$ cat src/rtl/instruction_cache_if.sv
// Refill bus between the instruction cache and instruction memory.
interface instruction_cache_if;
  logic [27:0]  mem_address;
  logic         mem_read;
  logic [127:0] mem_readdata;
  logic         mem_busywait;

  modport master (output mem_address, mem_read, input mem_readdata, mem_busywait);
  modport slave  (input mem_address, mem_read, output mem_readdata, mem_busywait);
endinterface

$ cat src/rtl/instruction_cache.sv
// Direct-mapped read-only instruction cache feeding the IF/ID register.
// On a miss it stalls the front end and refills a 128-bit block over the memory interface.
module instruction_cache #(
  parameter int          INDEX_BITS = 3,
  parameter logic [31:0] NOP_INSTR  = 32'h0000_0013
) (
  input  logic                 CLK,
  input  logic                 RESET,
  input  logic [31:0]          ADDRESS,
  input  logic                 FLUSH,
  output logic [31:0]          INSTRUCTION,
  output logic                 BUSYWAIT,
  instruction_cache_if.master  mem
);
  localparam int NBLK  = 1 << INDEX_BITS;
  localparam int TAG_W = 28 - INDEX_BITS;

  typedef enum logic [1:0] {IDLE, MEM_READ, UPDATE} state_t;

  state_t                  state_q;
  logic [NBLK-1:0]         valid_q;
  logic [127:0]            data_q [NBLK];
  logic [TAG_W-1:0]        tag_q  [NBLK];
  logic [27:0]             maddr_q;
  logic                    mrd_q;

  logic [INDEX_BITS-1:0]   idx;
  logic [TAG_W-1:0]        tag;
  logic [1:0]              off;
  logic [INDEX_BITS-1:0]   fill_idx;
  logic [TAG_W-1:0]        fill_tag;
  logic                    hit;
  logic                    fill;
  logic                    unused_addr;

  assign idx         = ADDRESS[3+INDEX_BITS:4];
  assign tag         = ADDRESS[31:4+INDEX_BITS];
  assign off         = ADDRESS[3:2];
  assign unused_addr = ^ADDRESS[1:0];

  // Refill target comes from the latched block address, never the live ADDRESS.
  assign fill_idx = maddr_q[INDEX_BITS-1:0];
  assign fill_tag = maddr_q[27:INDEX_BITS];
  assign fill     = (state_q == MEM_READ) && !mem.mem_busywait && !RESET;

  assign hit         = (state_q == IDLE) && valid_q[idx] && (tag_q[idx] == tag);
  assign INSTRUCTION = hit ? data_q[idx][{off, 5'b0} +: 32] : NOP_INSTR;
  assign BUSYWAIT    = !hit || FLUSH;

  assign mem.mem_address = maddr_q;
  assign mem.mem_read    = mrd_q;

  always_ff @(posedge CLK) begin
    if (RESET) begin
      state_q <= IDLE;
      valid_q <= '0;
      mrd_q   <= 1'b0;
      maddr_q <= '0;
    end else begin
      case (state_q)
        IDLE: begin
          // Flush takes priority; a pending miss is picked up on the next cycle.
          if (FLUSH) begin
            valid_q <= '0;
          end else if (!hit) begin
            maddr_q <= ADDRESS[31:4];
            mrd_q   <= 1'b1;
            state_q <= MEM_READ;
          end
        end
        MEM_READ: begin
          if (!mem.mem_busywait) begin
            valid_q[fill_idx] <= 1'b1;
            mrd_q             <= 1'b0;
            state_q           <= UPDATE;
          end
        end
        UPDATE:  state_q <= IDLE;
        default: state_q <= IDLE;
      endcase
    end
  end

  // Data and tag storage carry no reset; the valid bits alone qualify them.
  always_ff @(posedge CLK) begin
    if (fill) begin
      data_q[fill_idx] <= mem.mem_readdata;
      tag_q[fill_idx]  <= fill_tag;
    end
  end
endmodule

$ cat src/flat_wrapper.sv
// flat-port wrapper written by rule: the top's interface ports become plain ports
module instruction_cache_flat 
#(
  parameter int          INDEX_BITS = 3,
  parameter logic [31:0] NOP_INSTR  = 32'h0000_0013
)
  (CLK, RESET, ADDRESS, FLUSH, INSTRUCTION, BUSYWAIT, mem_mem_address, mem_mem_read, mem_mem_readdata, mem_mem_busywait);
  instruction_cache_if mem_i ();
  input  logic CLK;
  input  logic RESET;
  input  logic [31:0] ADDRESS;
  input  logic FLUSH;
  output logic [31:0] INSTRUCTION;
  output logic BUSYWAIT;
  output wire logic [$bits(mem_i.mem_address)-1:0] mem_mem_address;
  output wire logic [$bits(mem_i.mem_read)-1:0] mem_mem_read;
  input wire logic [$bits(mem_i.mem_readdata)-1:0] mem_mem_readdata;
  input wire logic [$bits(mem_i.mem_busywait)-1:0] mem_mem_busywait;
  assign mem_mem_address = mem_i.mem_address;
  assign mem_mem_read = mem_i.mem_read;
  assign mem_i.mem_readdata = mem_mem_readdata;
  assign mem_i.mem_busywait = mem_mem_busywait;
  instruction_cache #(.INDEX_BITS(INDEX_BITS), .NOP_INSTR(NOP_INSTR)) u_core (.CLK(CLK), .RESET(RESET), .ADDRESS(ADDRESS), .FLUSH(FLUSH), .INSTRUCTION(INSTRUCTION), .BUSYWAIT(BUSYWAIT), .mem(mem_i));
endmodule
$ cat config.mk
export PLATFORM = sky130hd
export DESIGN_NAME = instruction_cache_flat
export DESIGN_NICKNAME = d
export VERILOG_FILES = /design/src/rtl/instruction_cache_if.sv /design/src/rtl/instruction_cache.sv /design/src/flat_wrapper.sv
export SDC_FILE = /design/constraint.sdc
export NUM_CORES = 1
export LEC_CHECK = 0
export CAP_MARGIN = 10
export CORE_MARGIN = 5
export CORE_UTILIZATION = 45
export DETAILED_ROUTE_END_ITERATION = 10
export PLACE_DENSITY_LB_ADDON = 0.1
export SLEW_MARGIN = 20
export SYNTH_ARGS = -nofsm -noshare
export SYNTH_HDL_FRONTEND = slang
export SYNTH_SLANG_ARGS = --single-unit
export TNS_END_PERCENT = 100
$ cat constraint.sdc
create_clock -name CLK -period 36.5 [get_ports CLK]
set_input_delay 3.65 -clock CLK [delete_from_list [all_inputs] [get_ports CLK]]
set_output_delay 3.65 -clock CLK [all_outputs]
set_load 0.005 [all_outputs]
Fig. 1: run 1, M3 wires
Scale: 1 px per um. Cells faint in the background.
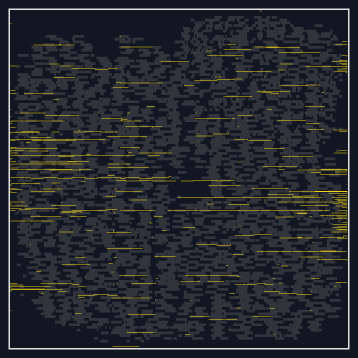
- wire length on this layer: 5,470 um
- nets with wire on the layer: 178
- main direction: horizontal
- share of all routed wire: 5.1%
- longest straight run: 162 um
GR met3 Demand/Resource: 4.24%
WL final: 107,000 um
vias post-DR: 21,600

Fig. 2: run 1, clock routing
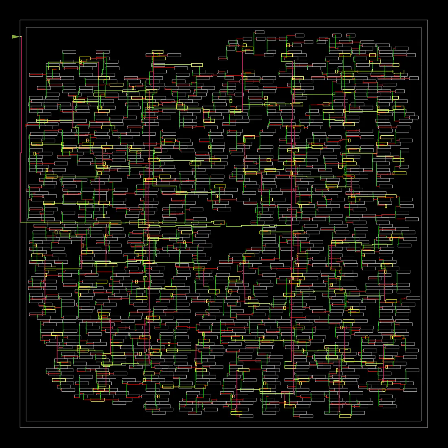
clk_skew: 0.0161 ns
Clk. pwr: 1.34 mW
clock buf count: 175
Inserted Clock Buffers: 136

Fig. 3: run 1, placement by cell class
Scale: 1.5 px per um.
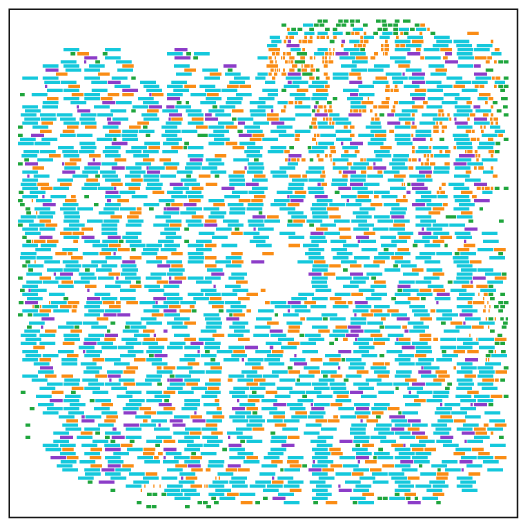
- orange: remaining logic cells (cells 679)
- green: remaining buffers and delay cells (cells 258)
- purple: clock drivers and dummy loads (cells 245)
- cyan: sequential cells (cells 1,263)
Seq/total area: 66.2%
Rows: 120
Layout Utilization: 53.1%
Final Instance Area: 56,700 um2
core area: 107,000 um2

==> impl_metrics.csv, run 1 <==
group,metric,value,unit
outcome,status,"finished clean",
drt,first_pass_iters,4,
synth,syn_nets,2211,
drt,wl_per_cell,27.7,um
synth,ys_sh_aoi,0.595,%
finish,final_cell_mix,"1,224 x edfxtp_1, 352 x mux4_2, 218 x clkdlybuf4s50_1",
synth,ys_sh_simple,1.74,%
synth,syn_area_per_cell,23.6,um2
place,place.gp.congestion,0.709,
synth,ys_types,34,
hold_path,hold_path.startpoint,"u_core.valid_q[5]",
drt,avgViaCountPerCell,5.60,
power,p_per_area,54.6,nW/um2
clock_tree,clkTransAtPathRegs,0.06,ns
synth,synthTopCellsByArea,"edfxtp_1 76%, mux4_2 16%, mux2i_1 1.7%, dfxtp_1 1.6%, nand2b_1 0.85%",
place,placedCellCount,3603,
final_timing,fmax,0.0810,GHz
power,switching_share,20.1,%
power,combPwrFrac,4.8,%
hold_path,holdPathStages,1,
synth,flop_cell,"edfxtp_1",
power,vdd_drop_max,0.0000362,V
synth,top_cell,"edfxtp_1",
worst_setup_path,r2r-start,"u_core.tag_q[3][1]",
final_timing,maxSlewHeadroom,27.0,%
drt,drc_errors,0,
synth,synth_area_leader_cell,"edfxtp_1",
finish,drive_gt1_share,25.6,%
synth,postSynthSeqShare,77.6,%
place,pre_cts_ws,24.01,ns
worst_setup_path,reg2reg_depth,7,
global_route,globalRoute.totalOverflow,0,
global_route,grt_start_max_net_pins,152,
worst_setup_path,r2r_setup_slack,32.14,ns
clock_tree,ctsHoldBuffers,0,
run 1: power groups by stage:
| stage | clock (mW) | sequential, mW | combinational (mW) |
|---|---|---|---|
| 2_1_floorplan | 0 | 1.64 | 0.0834 |
| 3_3_place_gp | 0 | 1.64 | 0.149 |
| 3_5_place_dp | 0 | 1.64 | 0.151 |
| 4_1_cts | 1.38 | 1.61 | 0.152 |
| 5_1_grt | 1.44 | 1.61 | 0.159 |
| 6_report | 1.34 | 1.61 | 0.147 |
run 1: layer usage:
layer	part of all wire, %	global-route usage [%]	vias up	routed length [um]
li1	-	-	9329	-
met1	42	25.1	11600	44500
met2	51	32.4	448	55000
met3	5.1	4.24	155	5470
met4	1.7	4.77	20	1790
met5	0.12	0	-	130
run 1: cell families after synthesis:
logic type                count (synthesis)
DFF                                    1263
buffers and inverters                   105
xor gates and xnor gates                 17
AOI/OAI and AO/OA                        43
muxes                                   464
and+or+nand+nor                         155
run 1: per-stage QoR:
stage               hold slack [ns]  power [mW]  utilization, %  instance area [um2]
floorplan                     0.435        1.72               -                48400
global placement              0.443        1.79            48.9                52300
detailed placement            0.456        1.79            48.9                52300
CTS                           0.470        3.14            53.0                56700
global route                  0.486        3.21            53.0                56700
finish                        0.467        3.10            53.1                56700
run 1: flip-flops by register name (all words and copies together), names as in the netlist:
register / cells
u_core.valid_q: 8
u_core.state_q: 2
u_core.data_q: 1024
u_core.mem.mem_address: 28
u_core.mem.mem_read: 1
u_core.tag_q: 200
run 1: final cells by class:
class / instances / area [um2]
sequential: 1263 / 37500
fill: 8230 / 50200
tap: 1403 / 1760
clock buffer: 175 / 3760
timing repair buffer: 258 / 2570
clock inverter: 70 / 654
multi-input combinational: 679 / 10400
antenna: 9 / 22.5
Fig. 4: run 1, wiring heat map
Scale: 1 px per um. The die is cut into 34 by 34 equal tiles; dark purple is low, yellow is high, scaled to the fullest tile. Values are wire area over tile area, all layers added.
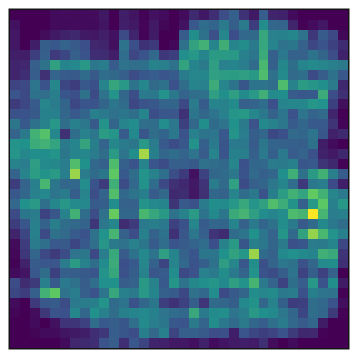

==> run 2, diff against run 1 <==
==> constraint.sdc (replaced) <==
create_clock -name CLK -period 12.9 [get_ports CLK]
set_input_delay 1.29 -clock CLK [delete_from_list [all_inputs] [get_ports CLK]]
set_output_delay 1.29 -clock CLK [all_outputs]
set_load 0.005 [all_outputs]
Fig. 5: run 2, wiring heat map
Scale: 1 px per um. The die is cut into 34 by 34 equal tiles; dark purple is low, yellow is high, scaled to the fullest tile. Values are wire area over tile area, all layers added.
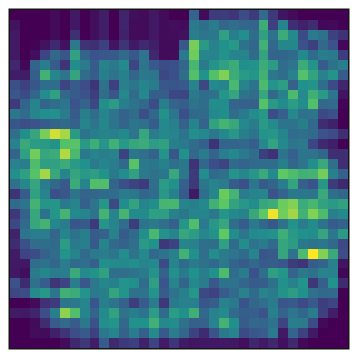
- mean over tiles: 0.15
- nearly empty tiles: 5.0%
- tiles over half the peak: 20%
- fullest tile: 0.41
- densest ninth of the die: left middle
vias post-DR: 21,700
Routed WL per cell: 27.9 um
gr usage total: 19.0%
WL final: 107,000 um

==> run 2 against run 1 <==
  * Clock power rose to 2.6 times the previous value
  * Clock-buffer cell count up 6
  * Area after synthesis unchanged
  * Non-clock buffer count down 2
  * Global-route usage about the same
  * Wire length up 0.47%
  * Critical path depth unchanged
  * Hold slack worse by 0.0065 ns
  * Final cell count down 0.29%
  * Via count up 0.32%
  * Largest cell class unchanged
==> impl_metrics.csv, run 2 <==
group,metric,value,unit
outcome,status,"finished clean",
clock_tree,clkTransAtPathRegs,0.05,ns
synth,top_cell,"edfxtp_1",
synth,yosys_area,48400,um2
worst_setup_path,r2r-start,"u_core.tag_q[7][3]",
finish,regArea,37500,um2
die,placementRows,120,
finish,nFillCells,8286,
synth,synthTopCellsByArea,"edfxtp_1 76%, mux4_2 16%, mux2i_1 1.7%, dfxtp_1 1.6%, nand2b_1 0.85%",
finish,logic_area,10400,um2
drt,drtIter0Drc,1534,
drt,first_pass_iters,5,
finish,drive_gt1_share,24.4,%
clock_tree,cts_buffers,135,
clock_tree,ctsHoldBuffers,0,
clock_tree,clock-sinks,1263,
finish,largest_reg_flops,1024,
global_route,grt_start_max_net_pins,113,
drt,avgViaCountPerCell,5.63,
final_timing,finClkSkew,0.0164,ns
power,p_per_area,151,nW/um2
global_route,globalRoute.totalOverflow,0,
place,place.gp.congestion,0.710,
worst_setup_path,reg2reg_depth,8,
final_timing,hold_viol,0,
power,vdd_drop_max,0.000104,V
synth,ys_sh_simple,1.74,%
place,placedCellCount,3601,
finish,final_cell_mix,"1,224 x edfxtp_1, 352 x mux4_2, 218 x clkdlybuf4s50_1",
drt,drc_errors,0,
final_timing,fmax,0.130,GHz
synth,syn_area_per_cell,23.6,um2
final_timing,maxSlewHeadroom,26.1,%
synth,synth_area_leader_cell,"edfxtp_1",
synth,ys_types,34,
finish,postLayoutCellArea,56300,um2
place,dpl_cell_area,52300,um2
power,fin_total_pwr,8.48,mW
worst_setup_path,r2r_setup_slack,8.38,ns
finish,post-route-util,52.7,%
synth,ys_sh_aoi,0.595,%
synth,flop_cell,"edfxtp_1",
finish,regMostFlops,"u_core.data_q",
synth,postSynthSeqShare,77.6,%
synth,ys_top_cells_by_count,"1,224 x edfxtp_1, 352 x mux4_2, 83 x mux2i_1",
die,coreArea,107000,um2
-- run 2: cell counts after synthesis --
Identical to the previous run, type by type.
-- run 2: final cells by class --
cell class,count,area share [%]
Clock inverter,55,0.569
Clock buffer,181,6.51
Multi-Input combinational cell,679,18.5
Tap cell,1403,3.12
Antenna cell,9,0.0400
Sequential cell,1263,66.7
Timing Repair Buffer,256,4.53
-- run 2: logic make-up after synthesis --
logic type	after synthesis
AND-OR/OR-AND	43
XOR/XNOR	17
buffers and inverters	105
flip-flops	1263
multiplexers	464
AND/OR/NAND/NOR	155
-- run 2: metal layers --
metal | wire (um) | vias up | track usage, % | part of all wire (%)
li1 | - | 9314 | - | -
met2 | 54200 | 487 | 32.1 | 51
met5 | 120 | - | 0 | 0.11
met3 | 5830 | 161 | 4.05 | 5.4
met4 | 1980 | 16 | 4.66 | 1.8
met1 | 45200 | 11700 | 25.7 | 42
-- run 2: worst min path at each step --
stage,start,endpoint,slack [ns],cells past startpoint
2_1_floorplan,u_core.valid_q[2],u_core.valid_q[2],0.44,1
3_3_place_gp,u_core.valid_q[5],u_core.valid_q[5],0.44,1
3_5_place_dp,u_core.valid_q[4],u_core.valid_q[4],0.45,1
4_1_cts,u_core.valid_q[4],u_core.valid_q[4],0.47,1
5_1_grt,u_core.valid_q[7],u_core.valid_q[7],0.49,1
6_report,u_core.valid_q[7],u_core.valid_q[7],0.46,1
-- run 2: through the flow --
step	setup WS [ns]	hold WS [ns]
3_5_place_dp	4.99	0.453
3_3_place_gp	5.09	0.442
4_1_cts	4.99	0.466
5_1_grt	4.77	0.488
2_1_floorplan	4.03	0.435
6_report	5.20	0.460
-- run 2: report_power, final --
part	switching (mW)	internal, mW	total (mW)
registers	0.0210	4.53	4.55
logic	0.212	0.204	0.416
clock network	1.47	2.04	3.51
total	1.71	6.77	8.48
Power is estimated from default activity; no workload was simulated.
